### Local utilization

18 x 18 tiles, from black (low) to pale yellow (high), 0 to 100% covered.
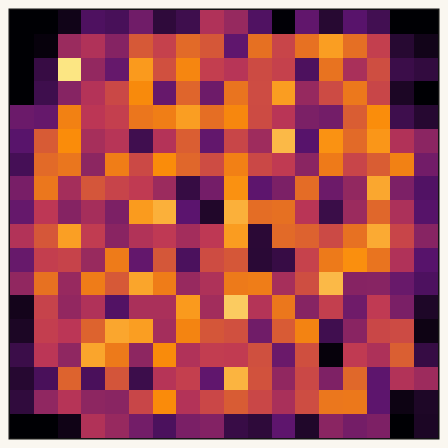
### Cell outlines without signal wires

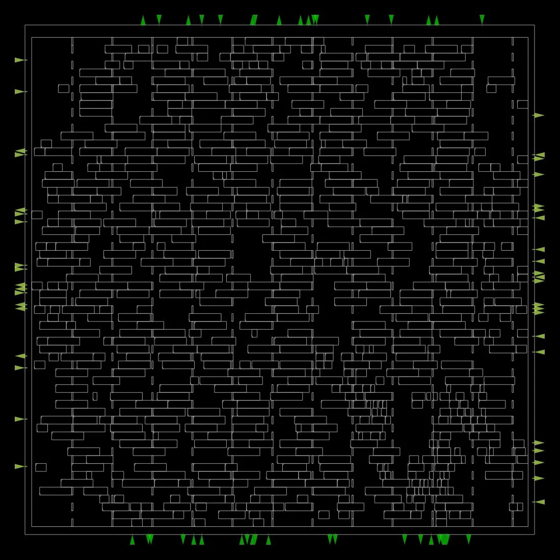
### Logic cells by family

Bar = 50 um.
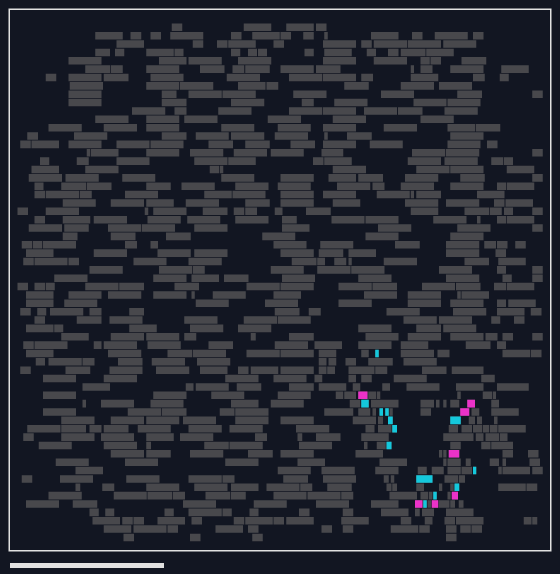
### The metal 3 layer

Bar = 50 um.
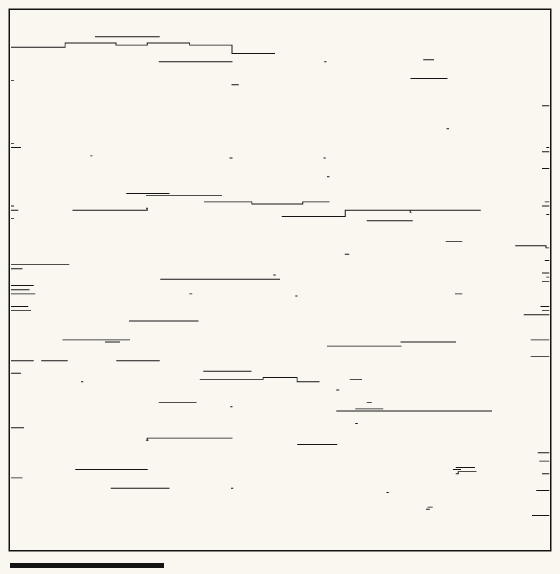
### Nets reached from selected ports

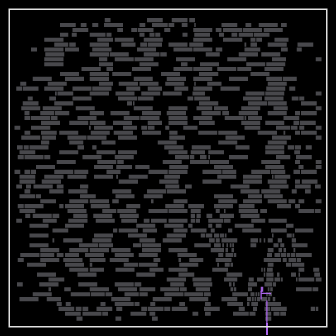
<file path="src/rtl/tx_pkg.sv">
// Shared transmitter types: pacer state encoding, default sample width,
// and the complex sample record used across the transmit datapath.
package tx_pkg;

  localparam int TX_DATA_W = 16;

  typedef enum logic [1:0] {
    ST_IDLE = 2'd0,
    ST_FILL = 2'd1,
    ST_RUN  = 2'd2
  } pacer_state_e;

  typedef struct packed {
    logic signed [TX_DATA_W-1:0] re;
    logic signed [TX_DATA_W-1:0] im;
  } iq_t;

  // Width needed to hold an occupancy count of 0..depth inclusive.
  function automatic int lvl_width(input int depth);
    return $clog2(depth + 1);
  endfunction

endpackage

</file>
<file path="src/rtl/tx_iq_pacer_if.sv">
// Sample-path bundle of the pacer.
// Handshake: a sample transfers on a cycle where in_valid and in_ready are
// both high; in_ready does not depend on in_valid. out_valid is a one-cycle
// pulse with no back-pressure, and out_re/out_im hold between pulses.
interface tx_iq_pacer_if #(
  parameter int DATA_W = tx_pkg::TX_DATA_W,
  parameter int LVL_W  = 4
);
  logic                     slow_en;
  logic                     in_valid;
  logic                     in_ready;
  logic signed [DATA_W-1:0] in_re;
  logic signed [DATA_W-1:0] in_im;
  logic                     out_valid;
  logic signed [DATA_W-1:0] out_re;
  logic signed [DATA_W-1:0] out_im;
  logic [LVL_W-1:0]         level;
  logic                     underrun;

  // Pacer side
  modport slave (
    input  in_valid, in_re, in_im,
    output slow_en, in_ready, out_valid, out_re, out_im, level, underrun
  );

  // Upstream / consumer side
  modport master (
    output in_valid, in_re, in_im,
    input  slow_en, in_ready, out_valid, out_re, out_im, level, underrun
  );
endinterface

</file>
<file path="src/rtl/tx_iq_fifo.sv">
// Synchronous FIFO for packed I/Q samples with exact occupancy count and a
// synchronous flush. Pushes when full and pops when empty are ignored.
module tx_iq_fifo
  import tx_pkg::*;
#(
  parameter int W     = 2 * TX_DATA_W,
  parameter int DEPTH = 8
) (
  input  logic                         clk,
  input  logic                         rst_n,
  input  logic                         flush_i,
  input  logic                         push_i,
  input  logic [W-1:0]                 wdata_i,
  input  logic                         pop_i,
  output logic [W-1:0]                 rdata_o,
  output logic [lvl_width(DEPTH)-1:0]  level_o,
  output logic                         full_o,
  output logic                         empty_o
);
  localparam int PTR_W = $clog2(DEPTH);
  localparam int LVL_W = lvl_width(DEPTH);

  logic [W-1:0]     mem_q [DEPTH];
  logic [PTR_W-1:0] wr_ptr_q, rd_ptr_q;
  logic [LVL_W-1:0] level_q;
  logic             do_push, do_pop;

  assign full_o  = (level_q == LVL_W'(DEPTH));
  assign empty_o = (level_q == '0);
  assign do_push = push_i && !full_o && !flush_i;
  assign do_pop  = pop_i && !empty_o && !flush_i;
  assign rdata_o = mem_q[rd_ptr_q];
  assign level_o = level_q;

  // Pointer and occupancy bookkeeping; pointers wrap naturally (DEPTH is 2^n).
  always_ff @(posedge clk or negedge rst_n) begin
    if (!rst_n) begin
      wr_ptr_q <= '0;
      rd_ptr_q <= '0;
      level_q  <= '0;
    end else if (flush_i) begin
      wr_ptr_q <= '0;
      rd_ptr_q <= '0;
      level_q  <= '0;
    end else begin
      if (do_push) wr_ptr_q <= wr_ptr_q + PTR_W'(1);
      if (do_pop)  rd_ptr_q <= rd_ptr_q + PTR_W'(1);
      case ({do_push, do_pop})
        2'b10:   level_q <= level_q + LVL_W'(1);
        2'b01:   level_q <= level_q - LVL_W'(1);
        default: level_q <= level_q;
      endcase
    end
  end

  // Sample storage; contents are don't-care until written.
  always_ff @(posedge clk) begin
    if (do_push) mem_q[wr_ptr_q] <= wdata_i;
  end

endmodule

</file>
<file path="src/rtl/tx_iq_pacer.sv">
// Single-clock I/Q output pacer: strobes the upstream slow chain once every
// DIV cycles, buffers its samples, and emits one sample per DIV cycles,
// substituting zeros (and latching underrun) when the buffer runs dry.
module tx_iq_pacer
  import tx_pkg::*;
#(
  parameter int DATA_W  = TX_DATA_W,
  parameter int DEPTH   = 8,
  parameter int DIV     = 3,
  parameter int PREFILL = 4
) (
  input  logic         clk,
  input  logic         reset_n,
  input  logic         enable,
  tx_iq_pacer_if.slave bus,
  output pacer_state_e dbg_state_o
);
  localparam int LVL_W  = lvl_width(DEPTH);
  localparam int LVL1_W = LVL_W + 1;
  localparam int CNT_W  = (DIV > 1) ? $clog2(DIV) : 1;

  pacer_state_e             state_q;
  logic [CNT_W-1:0]         cnt_q;
  logic                     out_valid_q, underrun_q;
  logic signed [DATA_W-1:0] out_re_q, out_im_q;

  logic                     tick, push, pop, flush, full, empty, in_ready;
  logic [LVL_W-1:0]         level;
  logic [LVL1_W-1:0]        level_d;
  logic [2*DATA_W-1:0]      head;

  assign tick     = (cnt_q == CNT_W'(DIV - 1));
  assign in_ready = (state_q != ST_IDLE) && !full;
  assign push     = bus.in_valid && in_ready;
  assign pop      = (state_q == ST_RUN) && tick && enable;
  // Leaving or sitting in IDLE discards whatever is buffered.
  assign flush    = (state_q == ST_IDLE) || !enable;
  // Occupancy after this cycle's push; FILL never pops.
  assign level_d  = {1'b0, level} + {{LVL_W{1'b0}}, push};

  tx_iq_fifo #(
    .W     (2 * DATA_W),
    .DEPTH (DEPTH)
  ) u_fifo (
    .clk     (clk),
    .rst_n   (reset_n),
    .flush_i (flush),
    .push_i  (push),
    .wdata_i ({bus.in_re, bus.in_im}),
    .pop_i   (pop),
    .rdata_o (head),
    .level_o (level),
    .full_o  (full),
    .empty_o (empty)
  );

  // Pacer FSM, phase counter and registered sample output.
  always_ff @(posedge clk or negedge reset_n) begin
    if (!reset_n) begin
      state_q     <= ST_IDLE;
      cnt_q       <= '0;
      out_valid_q <= 1'b0;
      out_re_q    <= '0;
      out_im_q    <= '0;
      underrun_q  <= 1'b0;
    end else begin
      case (state_q)
        ST_IDLE: begin
          cnt_q       <= '0;
          out_valid_q <= 1'b0;
          out_re_q    <= '0;
          out_im_q    <= '0;
          if (enable) begin
            state_q    <= ST_FILL;
            underrun_q <= 1'b0;
          end
        end
        default: begin
          if (!enable) begin
            state_q     <= ST_IDLE;
            cnt_q       <= '0;
            out_valid_q <= 1'b0;
            out_re_q    <= '0;
            out_im_q    <= '0;
          end else begin
            cnt_q       <= tick ? '0 : cnt_q + CNT_W'(1);
            out_valid_q <= 1'b0;
            if (state_q == ST_FILL) begin
              // Phase keeps running across the FILL->RUN hand-over.
              if (level_d >= LVL1_W'(PREFILL)) state_q <= ST_RUN;
            end else if (tick) begin
              out_valid_q <= 1'b1;
              if (empty) begin
                out_re_q   <= '0;
                out_im_q   <= '0;
                underrun_q <= 1'b1;
              end else begin
                out_re_q <= head[2*DATA_W-1:DATA_W];
                out_im_q <= head[DATA_W-1:0];
              end
            end
          end
        end
      endcase
    end
  end

  assign bus.slow_en   = tick && (state_q != ST_IDLE);
  assign bus.in_ready  = in_ready;
  assign bus.out_valid = out_valid_q;
  assign bus.out_re    = out_re_q;
  assign bus.out_im    = out_im_q;
  assign bus.level     = level;
  assign bus.underrun  = underrun_q;
  assign dbg_state_o   = state_q;

endmodule

</file>
<file path="src/flat_wrapper.sv">
// flat-port wrapper written by rule: the top's interface ports become plain ports
module tx_iq_pacer_flat import tx_pkg::*;
#(
  parameter int DATA_W  = TX_DATA_W,
  parameter int DEPTH   = 8,
  parameter int DIV     = 3,
  parameter int PREFILL = 4
)
  (clk, reset_n, enable, dbg_state_o, bus_in_valid, bus_in_re, bus_in_im, bus_slow_en, bus_in_ready, bus_out_valid, bus_out_re, bus_out_im, bus_level, bus_underrun);
  tx_iq_pacer_if #(.DATA_W(DATA_W)) bus_i ();
  input  logic clk;
  input  logic reset_n;
  input  logic enable;
  output pacer_state_e dbg_state_o;
  input wire logic [$bits(bus_i.in_valid)-1:0] bus_in_valid;
  input wire logic [$bits(bus_i.in_re)-1:0] bus_in_re;
  input wire logic [$bits(bus_i.in_im)-1:0] bus_in_im;
  output wire logic [$bits(bus_i.slow_en)-1:0] bus_slow_en;
  output wire logic [$bits(bus_i.in_ready)-1:0] bus_in_ready;
  output wire logic [$bits(bus_i.out_valid)-1:0] bus_out_valid;
  output wire logic [$bits(bus_i.out_re)-1:0] bus_out_re;
  output wire logic [$bits(bus_i.out_im)-1:0] bus_out_im;
  output wire logic [$bits(bus_i.level)-1:0] bus_level;
  output wire logic [$bits(bus_i.underrun)-1:0] bus_underrun;
  assign bus_i.in_valid = bus_in_valid;
  assign bus_i.in_re = bus_in_re;
  assign bus_i.in_im = bus_in_im;
  assign bus_slow_en = bus_i.slow_en;
  assign bus_in_ready = bus_i.in_ready;
  assign bus_out_valid = bus_i.out_valid;
  assign bus_out_re = bus_i.out_re;
  assign bus_out_im = bus_i.out_im;
  assign bus_level = bus_i.level;
  assign bus_underrun = bus_i.underrun;
  tx_iq_pacer #(.DATA_W(DATA_W), .DEPTH(DEPTH), .DIV(DIV), .PREFILL(PREFILL)) u_core (.clk(clk), .reset_n(reset_n), .enable(enable), .bus(bus_i), .dbg_state_o(dbg_state_o));
endmodule
</file>
<file path="config.mk">
export PLATFORM = sky130hd
export DESIGN_NAME = tx_iq_pacer_flat
export DESIGN_NICKNAME = d
export VERILOG_FILES = /design/src/rtl/tx_pkg.sv /design/src/rtl/tx_iq_pacer_if.sv /design/src/rtl/tx_iq_fifo.sv /design/src/rtl/tx_iq_pacer.sv /design/src/flat_wrapper.sv
export SDC_FILE = /design/constraint.sdc
export NUM_CORES = 1
export LEC_CHECK = 0
export CORE_MARGIN = 2
export CORE_UTILIZATION = 40
export DETAILED_ROUTE_END_ITERATION = 10
export PLACE_DENSITY_LB_ADDON = 0.05
export SLEW_MARGIN = 20
export SYNTH_ARGS = -nofsm -noshare
export SYNTH_HDL_FRONTEND = slang
export SYNTH_HIERARCHICAL = 1
export SYNTH_SLANG_ARGS = --single-unit
</file>
<file path="constraint.sdc">
create_clock -name clk -period 5.28 [get_ports clk]
set_input_delay 0.528 -clock clk [delete_from_list [all_inputs] [get_ports clk]]
set_output_delay 0.528 -clock clk [all_outputs]
set_load 0.01 [all_outputs]
</file>
==> results.sh <==
# source this file to load flow results
export IMPL_yosys_register_bits=304
export IMPL_layout_top_cells_excl_fill_tap="256 x sky130_fd_sc_hd__edfxtp_1, 76 x sky130_fd_sc_hd__clkdlybuf4s50_1, 64 x sky130_fd_sc_hd__mux4_2, 45 x sky130_fd_sc_hd__dfrtp_1, 36 x sky130_fd_sc_hd__clkbuf_16"
export IMPL_diodes=0
export IMPL_setup_worst_path_start="u_core/u_fifo/level_o[1]"
export IMPL_first_pass_grt_wire_length_mm=36.74
export IMPL_run_status="complete, no violations"
export IMPL_vdd_ir_drop_max_mv=0.1930
export IMPL_gp_congestion=0.7427
export IMPL_layout_nets=698
export IMPL_antenna_found_initial=0
export IMPL_grtUsageTotal=0.1593
export IMPL_post_synth_inst_count=552
export IMPL_routed_via_count_divided_by_cell_count=5.250
export IMPL_timing_rr_start="u_core/u_fifo/level_o[1]"
export IMPL_clock_path_buffers=3
export IMPL_yosys_stat_chipArea_um2=11780
export IMPL_cts_root_buffer="sky130_fd_sc_hd__clkbuf_16"
export IMPL_synth_avg_cell_area_um2=21.35
export IMPL_top_layer="met4"
export IMPL_topCellsByArea="sky130_fd_sc_hd__edfxtp_1 65%, sky130_fd_sc_hd__mux4_2 12%, sky130_fd_sc_hd__dfrtp_1 10%"
export IMPL_setup_cp_type="reg2reg"
export IMPL_ys_seq_frac=0.7543
export IMPL_unrepaired_setup_endpoints_after_global_routing="false"
export IMPL_timing_final_ws_setup_ns=1.766
export IMPL_fp_nets=595
export IMPL_worst_setup_path_start_kind="register"
export IMPL_antenna_violating_nets_post_route=0
export IMPL_share_seq_of_total_power=0.523
About 'Local utilization':
mean over tiles: 45%
tiles over 75% full: 8.3%
nearly empty tiles: 4.3%
fullest tile: 95%

About 'Cell outlines without signal wires':
Tap Cells: 384
fin cells: 1066
core box area: 28860 um^2

About 'Logic cells by family':
| colour | family | cells | most used |
|---|---|---|---|
| cyan | NAND gates | 13 | nand2_1 |
| magenta | AND and OR gates | 7 | or2b_1 |

About 'The metal 3 layer':
nets with wire on the layer: 62
wire length on this layer: 887 um
share of all routed wire: 3.8%
longest straight run: 50.4 um

About 'Nets reached from selected ports':
| colour | port | bits | direction | edge | end cells | buffers | wire |
|---|---|---|---|---|---|---|---|
| purple | `bus_in_ready` | 1 | output | bottom | 1 | 1 | 24.4 um |

power by group through the flow:
stage	logic, mW	clock network (mW)	registers [mW]
floorplan	0.0298	0	2.67
global placement	0.0981	0	2.67
detailed placement	0.102	0	2.67
CTS	0.102	2.34	2.62
global route	0.110	2.44	2.62
finish	0.0990	2.28	2.62
routing by layer:
layer  global-route usage  vias to the layer above
li1                     -                     2493
met1               0.2298                     2942
met2               0.2521                      121
met3              0.02965                       40
met4              0.04098                        0
met5                    0                        -
worst max-delay path by stage:
stage	cells past startpoint	to
floorplan	9	u_core/u_fifo/mem_q[4][0]
global placement	11	u_core/u_fifo/level_o[3]
detailed placement	11	u_core/u_fifo/level_o[3]
CTS	11	u_core/u_fifo/level_o[3]
global route	11	u_core/u_fifo/level_o[3]
finish	11	u_core/u_fifo/level_o[3]
metrics by stage:
step	utilization	hold slack, ns	cell area [um^2]	instances	total power, mW
global route	0.4924	0.2116	14210	1066	5.172
CTS	0.4923	0.1807	14210	1066	5.062
detailed placement	0.4539	0.4882	13100	1002	2.768
floorplan	-	0.2324	11800	552	2.696
finish	0.4924	0.1565	14210	1066	5.000
global placement	0.4539	0.4715	13100	1002	2.764
worst max-delay path, stage by stage (launching register included):
cell	delay, ns
sky130_fd_sc_hd__dfrtp_1	0.52
sky130_fd_sc_hd__or4b_1	0.74
sky130_fd_sc_hd__inv_1	0.11
sky130_fd_sc_hd__nor2_1	0.06
sky130_fd_sc_hd__and2_1	0.29
sky130_fd_sc_hd__a21oi_2	0.21
sky130_fd_sc_hd__nor2b_1	0.31
sky130_fd_sc_hd__ha_1	0.30
sky130_fd_sc_hd__a21o_1	0.21
sky130_fd_sc_hd__a21oi_1	0.18
sky130_fd_sc_hd__nor4_1	0.07
sky130_fd_sc_hd__or3b_1	0.38
cells by family (layout without fill, tap and decap cells):
logic type,after synthesis,count (layout),share of synthesized area
simple gates,54,54,0.02495
flops,304,304,0.7543
buf+inv,32,162,0.01401
xor+xnor,6,6,0.004460
mux,100,100,0.1563
compound gates,49,49,0.03791
fa+ha+maj,7,7,0.008070
layout make-up:
| class | instances | area (um^2) |
|---|---|---|
| clock buffers | 54 | 1039 |
| fillers | 2407 | 14650 |
| repair buffers | 94 | 905.9 |
| multi-input cells | 216 | 2803 |
| clock inverters | 10 | 68.82 |
| inverters | 4 | 15.01 |
| well taps | 384 | 480.5 |
| flip-flops and latches | 304 | 8897 |
sequential cells by signal (all words and copies together), names as in the netlist:
name / cells
u_core/u_fifo/mem_q: 256
u_core/u_fifo/level_o: 4
u_core/cnt_q: 2
u_core/bus.out_im: 16
u_core/u_fifo/rd_ptr_q: 3
u_core/u_fifo/wr_ptr_q: 3
u_core/bus.underrun: 1
u_core/bus.out_re: 16
u_core/bus.out_valid: 1
u_core/dbg_state_o: 2
No activity file was given, so power comes from the tool's default toggle rates.
